## config.mk

```make
export PLATFORM = sky130hd
export DESIGN_NAME = as6d_pcs_rx_pldb_rr_sched
export DESIGN_NICKNAME = d
export VERILOG_FILES = /design/src/rtl/as6d_pldb_sched_pkg.sv /design/src/rtl/as6d_pldb_rr_arb.sv /design/src/rtl/as6d_pcs_rx_pldb_rr_sched.sv
export SDC_FILE = /design/constraint.sdc
export NUM_CORES = 1
export LEC_CHECK = 0
export CORE_AREA = 2 2 154 156
export DETAILED_ROUTE_END_ITERATION = 12
export DIE_AREA = 0 0 156 158
export PLACE_DENSITY = 0.68
export SKIP_LAST_GASP = 1
export SLEW_MARGIN = 30
export SYNTH_ARGS = -nofsm -noshare
export SYNTH_HDL_FRONTEND = slang
export SYNTH_SLANG_ARGS = --single-unit
```

## constraint.sdc

```tcl
create_clock -name clk -period 3.2 [get_ports clk]
set_clock_uncertainty 0.05 [all_clocks]
set_input_delay 0.64 -clock clk [delete_from_list [all_inputs] [get_ports clk]]
set_output_delay 0.64 -clock clk [all_outputs]
set_load 0.02 [all_outputs]
```

## src/rtl/as6d_pldb_sched_pkg.sv

```systemverilog
// Shared definitions for the PCS RX payload-buffer round-robin read scheduler.
// Contents: scheduler state encoding, lane-index width helper, default EOP bit.
// Imported by as6d_pldb_rr_arb and as6d_pcs_rx_pldb_rr_sched.
package as6d_pldb_sched_pkg;

  // IDLE arbitrates; XFER drains the granted lane until EOP or watchdog release.
  typedef enum logic {
    IDLE = 1'b0,
    XFER = 1'b1
  } sched_state_e;

  // End-of-packet marker position in a 72-bit payload-buffer word.
  localparam int DEF_EOP_BIT = 71;

  // Width of a lane index (ceil(log2(n))), never narrower than one bit.
  function automatic int LANE_IDX_W(input int n);
    int w;
    w = 1;
    while ((1 << w) < n) begin
      w = w + 1;
    end
    return w;
  endfunction

endpackage

```

## src/rtl/as6d_pldb_rr_arb.sv

```systemverilog
// Rotating-priority one-hot picker: grants the first requesting lane at or
// after ptr_i, wrapping cyclically. Purely combinational.
// Ports: req_i (per-lane request), ptr_i (priority start lane),
//        gnt_o (one-hot grant, zero when no request), no_req_o (req_i == 0).
module as6d_pldb_rr_arb
  import as6d_pldb_sched_pkg::*;
#(
  parameter int LANE_NUM = 4,
  parameter int IDX_W    = LANE_IDX_W(LANE_NUM)
) (
  input  logic [LANE_NUM-1:0] req_i,
  input  logic [IDX_W-1:0]    ptr_i,
  output logic [LANE_NUM-1:0] gnt_o,
  output logic                no_req_o
);

  logic             found;
  logic [IDX_W-1:0] idx;

  always_comb begin
    gnt_o = '0;
    found = 1'b0;
    idx   = '0;
    // Walk lanes starting at the pointer; the first hit wins.
    for (int k = 0; k < LANE_NUM; k++) begin
      idx = IDX_W'((int'(ptr_i) + k) % LANE_NUM);
      if (!found && req_i[idx]) begin
        gnt_o[idx] = 1'b1;
        found      = 1'b1;
      end
    end
  end

  assign no_req_o = ~|req_i;

endmodule

```

## src/rtl/as6d_pcs_rx_pldb_rr_sched.sv

```systemverilog
// Packet-aware round-robin read scheduler draining LANE_NUM FWFT payload-buffer
// FIFOs into one registered 72-bit stream. A lane holds the grant until EOP; a
// mid-packet stall of cfg_tmo empty cycles releases it and pulses tmo_int.
// Ports: clk/rst (sync, active-high); cfg_lane_en, cfg_tmo; per-lane
//   fifo_empty/fifo_rd_data in, fifo_rd_en out; out_data/out_valid/out_lane
//   with out_ready; grant (one-hot); tmo_int.
// Optional: define AS6D_PLDB_SCHED_STAT_EN to add per-lane saturating packet
//   counters (stat_clr, stat_sel in; stat_pkt_cnt out, 1-cycle read latency).
// Latency: FIFO head to out_data is one cycle; one arbitration cycle per packet.
module as6d_pcs_rx_pldb_rr_sched
  import as6d_pldb_sched_pkg::*;
#(
  parameter int LANE_NUM   = 4,
  parameter int DATA_WIDTH = 72,
  parameter int EOP_BIT    = DEF_EOP_BIT,
  parameter int TMO_WIDTH  = 8,
  parameter int IDX_W      = LANE_IDX_W(LANE_NUM)
) (
  input  logic                           clk,
  input  logic                           rst,
  input  logic [LANE_NUM-1:0]            cfg_lane_en,
  input  logic [TMO_WIDTH-1:0]           cfg_tmo,
  input  logic [LANE_NUM-1:0]            fifo_empty,
  input  logic [LANE_NUM*DATA_WIDTH-1:0] fifo_rd_data,
  output logic [LANE_NUM-1:0]            fifo_rd_en,
  output logic [DATA_WIDTH-1:0]          out_data,
  output logic                           out_valid,
  input  logic                           out_ready,
  output logic [IDX_W-1:0]               out_lane,
  output logic [LANE_NUM-1:0]            grant,
  output logic                           tmo_int
`ifdef AS6D_PLDB_SCHED_STAT_EN
  ,
  input  logic                           stat_clr,
  input  logic [IDX_W-1:0]               stat_sel,
  output logic [15:0]                    stat_pkt_cnt
`endif
);

  // ---------------------------------------------------------------------------
  // Registered state
  // ---------------------------------------------------------------------------
  sched_state_e          state_q;
  logic [LANE_NUM-1:0]   grant_q;
  logic [IDX_W-1:0]      gidx_q;      // index form of grant_q
  logic [IDX_W-1:0]      rr_ptr_q;
  logic [TMO_WIDTH-1:0]  tmo_cnt_q;
  logic [DATA_WIDTH-1:0] out_data_q;
  logic                  out_valid_q;
  logic [IDX_W-1:0]      out_lane_q;
  logic                  tmo_int_q;

  // ---------------------------------------------------------------------------
  // Combinational helpers
  // ---------------------------------------------------------------------------
  logic [LANE_NUM-1:0]   req;
  logic [LANE_NUM-1:0]   arb_gnt;
  logic                  arb_no_req;
  logic [IDX_W-1:0]      arb_idx;
  logic [DATA_WIDTH-1:0] lane_word [LANE_NUM];
  logic [DATA_WIDTH-1:0] head;
  logic                  head_eop;
  logic                  g_empty;
  logic                  can_load;
  logic                  pop;
  logic                  tmo_hit;
  logic [IDX_W-1:0]      ptr_nxt;

  assign req = cfg_lane_en & ~fifo_empty;

  as6d_pldb_rr_arb #(
    .LANE_NUM (LANE_NUM),
    .IDX_W    (IDX_W)
  ) u_arb (
    .req_i    (req),
    .ptr_i    (rr_ptr_q),
    .gnt_o    (arb_gnt),
    .no_req_o (arb_no_req)
  );

  always_comb begin
    arb_idx = '0;
    for (int l = 0; l < LANE_NUM; l++) begin
      if (arb_gnt[l]) begin
        arb_idx = IDX_W'(l);
      end
    end
  end

  always_comb begin
    for (int l = 0; l < LANE_NUM; l++) begin
      lane_word[l] = fifo_rd_data[l*DATA_WIDTH +: DATA_WIDTH];
    end
  end

  assign head     = lane_word[gidx_q];
  assign head_eop = head[EOP_BIT];
  assign g_empty  = fifo_empty[gidx_q];

  // The output register can take a new word when it is empty or being drained.
  assign can_load = ~out_valid_q | out_ready;

  // Pop depends only on registered grant, empty flag and out_ready, never on
  // the FIFO data, so no data-to-rd_en path exists.
  assign pop        = (state_q == XFER) & ~g_empty & can_load;
  assign fifo_rd_en = pop ? grant_q : '0;

  // Watchdog fires on the cfg_tmo-th consecutive empty cycle of the granted lane.
  assign tmo_hit = (state_q == XFER) & g_empty & (cfg_tmo != '0) &
                   (tmo_cnt_q == (cfg_tmo - TMO_WIDTH'(1)));

  assign ptr_nxt = (gidx_q == IDX_W'(LANE_NUM - 1)) ? '0 : (gidx_q + IDX_W'(1));

  // ---------------------------------------------------------------------------
  // Scheduler FSM, output register and watchdog
  // ---------------------------------------------------------------------------
  always_ff @(posedge clk) begin
    if (rst) begin
      state_q     <= IDLE;
      grant_q     <= '0;
      gidx_q      <= '0;
      rr_ptr_q    <= '0;
      tmo_cnt_q   <= '0;
      out_data_q  <= '0;
      out_valid_q <= 1'b0;
      out_lane_q  <= '0;
      tmo_int_q   <= 1'b0;
    end else begin
      tmo_int_q <= 1'b0;

      if (pop) begin
        out_data_q  <= head;
        out_valid_q <= 1'b1;
        out_lane_q  <= gidx_q;
      end else if (out_ready) begin
        out_valid_q <= 1'b0;
      end

      case (state_q)
        IDLE: begin
          tmo_cnt_q <= '0;
          if (!arb_no_req) begin
            grant_q <= arb_gnt;
            gidx_q  <= arb_idx;
            state_q <= XFER;
          end
        end

        XFER: begin
          if (pop) begin
            tmo_cnt_q <= '0;
            if (head_eop) begin
              grant_q  <= '0;
              rr_ptr_q <= ptr_nxt;
              state_q  <= IDLE;
            end
          end else if (tmo_hit) begin
            // Partial packet is left unterminated downstream.
            tmo_int_q <= 1'b1;
            grant_q   <= '0;
            rr_ptr_q  <= ptr_nxt;
            state_q   <= IDLE;
          end else if (g_empty && (tmo_cnt_q != '1)) begin
            // Only empty cycles count; stalls from out_ready do not.
            tmo_cnt_q <= tmo_cnt_q + TMO_WIDTH'(1);
          end
        end

        default: begin
          state_q <= IDLE;
          grant_q <= '0;
        end
      endcase
    end
  end

  assign out_data  = out_data_q;
  assign out_valid = out_valid_q;
  assign out_lane  = out_lane_q;
  assign grant     = grant_q;
  assign tmo_int   = tmo_int_q;

`ifdef AS6D_PLDB_SCHED_STAT_EN
  // ---------------------------------------------------------------------------
  // Per-lane completed-packet counters (saturating)
  // ---------------------------------------------------------------------------
  logic [15:0] pkt_cnt_q [LANE_NUM];
  logic [15:0] pkt_cnt_d [LANE_NUM];
  logic [15:0] stat_pkt_cnt_q;
  logic [15:0] stat_pkt_cnt_d;
  logic        eop_pop;

  assign eop_pop = pop & head_eop;

  always_comb begin
    for (int l = 0; l < LANE_NUM; l++) begin
      pkt_cnt_d[l] = pkt_cnt_q[l];
      if (stat_clr) begin
        pkt_cnt_d[l] = '0;
      end else if (eop_pop && (gidx_q == IDX_W'(l)) && (pkt_cnt_q[l] != 16'hFFFF)) begin
        pkt_cnt_d[l] = pkt_cnt_q[l] + 16'd1;
      end
    end
  end

  // Selects beyond LANE_NUM (non-power-of-two lane counts) read as zero.
  always_comb begin
    stat_pkt_cnt_d = '0;
    if (int'(stat_sel) < LANE_NUM) begin
      stat_pkt_cnt_d = pkt_cnt_q[stat_sel];
    end
  end

  always_ff @(posedge clk) begin
    if (rst) begin
      for (int l = 0; l < LANE_NUM; l++) begin
        pkt_cnt_q[l] <= '0;
      end
      stat_pkt_cnt_q <= '0;
    end else begin
      for (int l = 0; l < LANE_NUM; l++) begin
        pkt_cnt_q[l] <= pkt_cnt_d[l];
      end
      stat_pkt_cnt_q <= stat_pkt_cnt_d;
    end
  end

  assign stat_pkt_cnt = stat_pkt_cnt_q;
`endif

endmodule

```

==> out/results.ini <==
[floorplan]
rows = 56
ioPinCount = 391

[layout]
area_growth_pct = 80.5
fin_nets = 1283
regArea_um2 = 1870
logic_area_um2 = 3640
final_cell_mix = clkdlybuf4s50_1 (385), nand2_1 (159), dfxtp_1 (91)
layout-drive-gt1-share_pct = 12.3
n_fill_cell = 2234

[status]
status = finished clean

[power]
p_int_w = 0.00271
irDropWorstVdd_mv = 0.167
seqPwrFrac_pct = 33.6
p_comb_share_pct = 40.1
swShare_pct = 31.3

[clock_tree]
insertion_delay_ps = 350
cts_buffers = 9
root_buffer = clkbuf_16
cts.clk_slew.worst_paths_ps = 60
ctsHoldBuffers = 0
cts_buffer_depth = 2

[yosys]
top_area_share_pct = 32.7
edf_count = 0
netlist_area_um2 = 5690
yosys_warnings = 0
synthTopCellsByArea = dfxtp_1 (33%), mux4_2 (30%), nand2_1 (11%)
top_area_cell = dfxtp_1

[sta]
hold_violations = 0
rsz0062_at_grt = no
fmaxAchievable_mhz = 323
worst_pin_slew_ps = 752
slew_headroom_pct = 49.8

[drt]
drc = 0

[critical_path]
critPathRequiredTime_ps = 2510
worstSetupEndpointType = primary output

[place]
pre_cts_ws_ps = -153

[flow_run]
warnings = 33

[global_routing]
grt_pass1_vias = 6060

[layer usage]
metal	GRT usage (%)	wire (µm)
met3	4.49	1740
met5	0	0
met4	8.04	748
met1	21.5	9080
met2	29.4	11400
[path summary, 6_finish.rpt]
check | from | endpoint | cells past startpoint
hold reg to reg | out_data[2] | out_data[2] | 2
setup reg to reg | rr_ptr_q[0] | gidx_q[0] | 7
hold / removal | out_data[2] | out_data[2] | 2
setup / recovery | fifo_empty[3] | fifo_rd_en[2] | 6
[state kept, by name (all words and copies together) (netlist names)]
signal and flops:
tmo_int 1, gidx_q 2, out_data 72, state_q 1
grant 4, rr_ptr_q 2, out_valid 1, out_lane 2
tmo_cnt_q 8
[synthesized netlist by cell type, types with 7 or more instances]
cell,n
dfxtp_1,93
nand2b_1,10
mux4_2,75
a21oi_1,81
a22o_1,7
nor3_1,9
and3_1,7
inv_1,8
ha_1,11
buf_1,10
clkbuf_1,32
nand2_1,160
xnor2_1,8
nor2_1,17
[worst max-delay path, cell delays in order]
cell and delay (ps):
clkdlybuf4s50_1 440, mux4_2 520, a21oi_1 140, buf_4 160, and3_1 160, dlygate4sd2_1 330
[area by class of cell]
type	instances	area share (%)
Clock inverter	5	0.354
Inverter	8	0.293
Timing Repair Buffer	410	39.7
Sequential cell	93	18.2
Antenna cell	3	0.0731
Tap cell	290	3.54
Multi-Input combinational cell	443	35.5
Clock buffer	11	2.36
[timing repair]
item / 4_1_cts / 5_1_grt
buffers inserted: 0 / 0
gates resized: 4 / 0
hold endpoints to repair: 0 / 0
endpoints found under the setup margin: 4 / 0
[kinds of logic after synthesis]
kind of cell | Yosys count | share of synthesized area (%)
DFF | 93 | 32.7
adders and majority gates | 11 | 2.42
xor gates and xnor gates | 14 | 2.16
buffers and inverters | 52 | 3.52
and+or+nand+nor | 231 | 17.7
AOI/OAI and AO/OA | 111 | 11.6
muxes | 76 | 29.9
[per-stage QoR]
step / TNS, ps / cells
finish: 0 / 1263
global route: 0 / 1262
CTS: 0 / 1260
detailed placement: -721 / 1244
global placement: -487 / 1244
floorplan: 0 / 588
[power by group through the flow]
stage	clock network, W	registers, W	logic (W)
after detailed placement	0	0.00135	0.00160
after global routing	0.00113	0.00134	0.00170
after floorplan	0	0.00145	0.000705
after CTS	0.00107	0.00132	0.00160
final	0.00104	0.00132	0.00158
after global placement	0	0.00135	0.00159
==> images/layer_met1.png <==
Scale: 2 px per µm. Supply wires on this layer in gray.
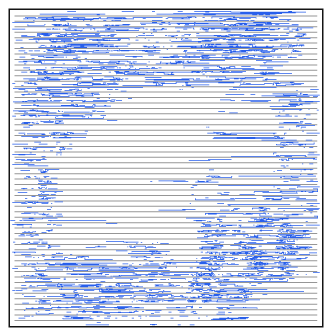
The longest straight run is 59.8 µm. 1121 nets have wire on it.
DR vias: 6120
GR Util met1: 21.5%
final wirelength: 22.9 mm

==> images/layer_met2.png <==
Scale: 2 px per µm.
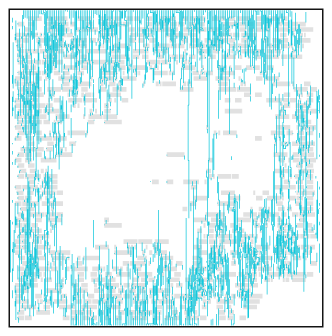
The wires run mostly vertical. The layer carries 11400 µm of wire.
met2 GRT Util: 29.4%

==> images/layer_met3.png <==
Scale: 2 px per µm.
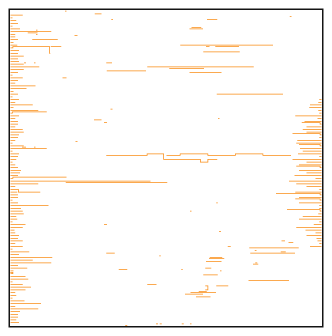
214 nets have wire on it. The wires run mostly horizontal. The layer carries 1740 µm of wire.
met3 Track Usage GR: 4.49%

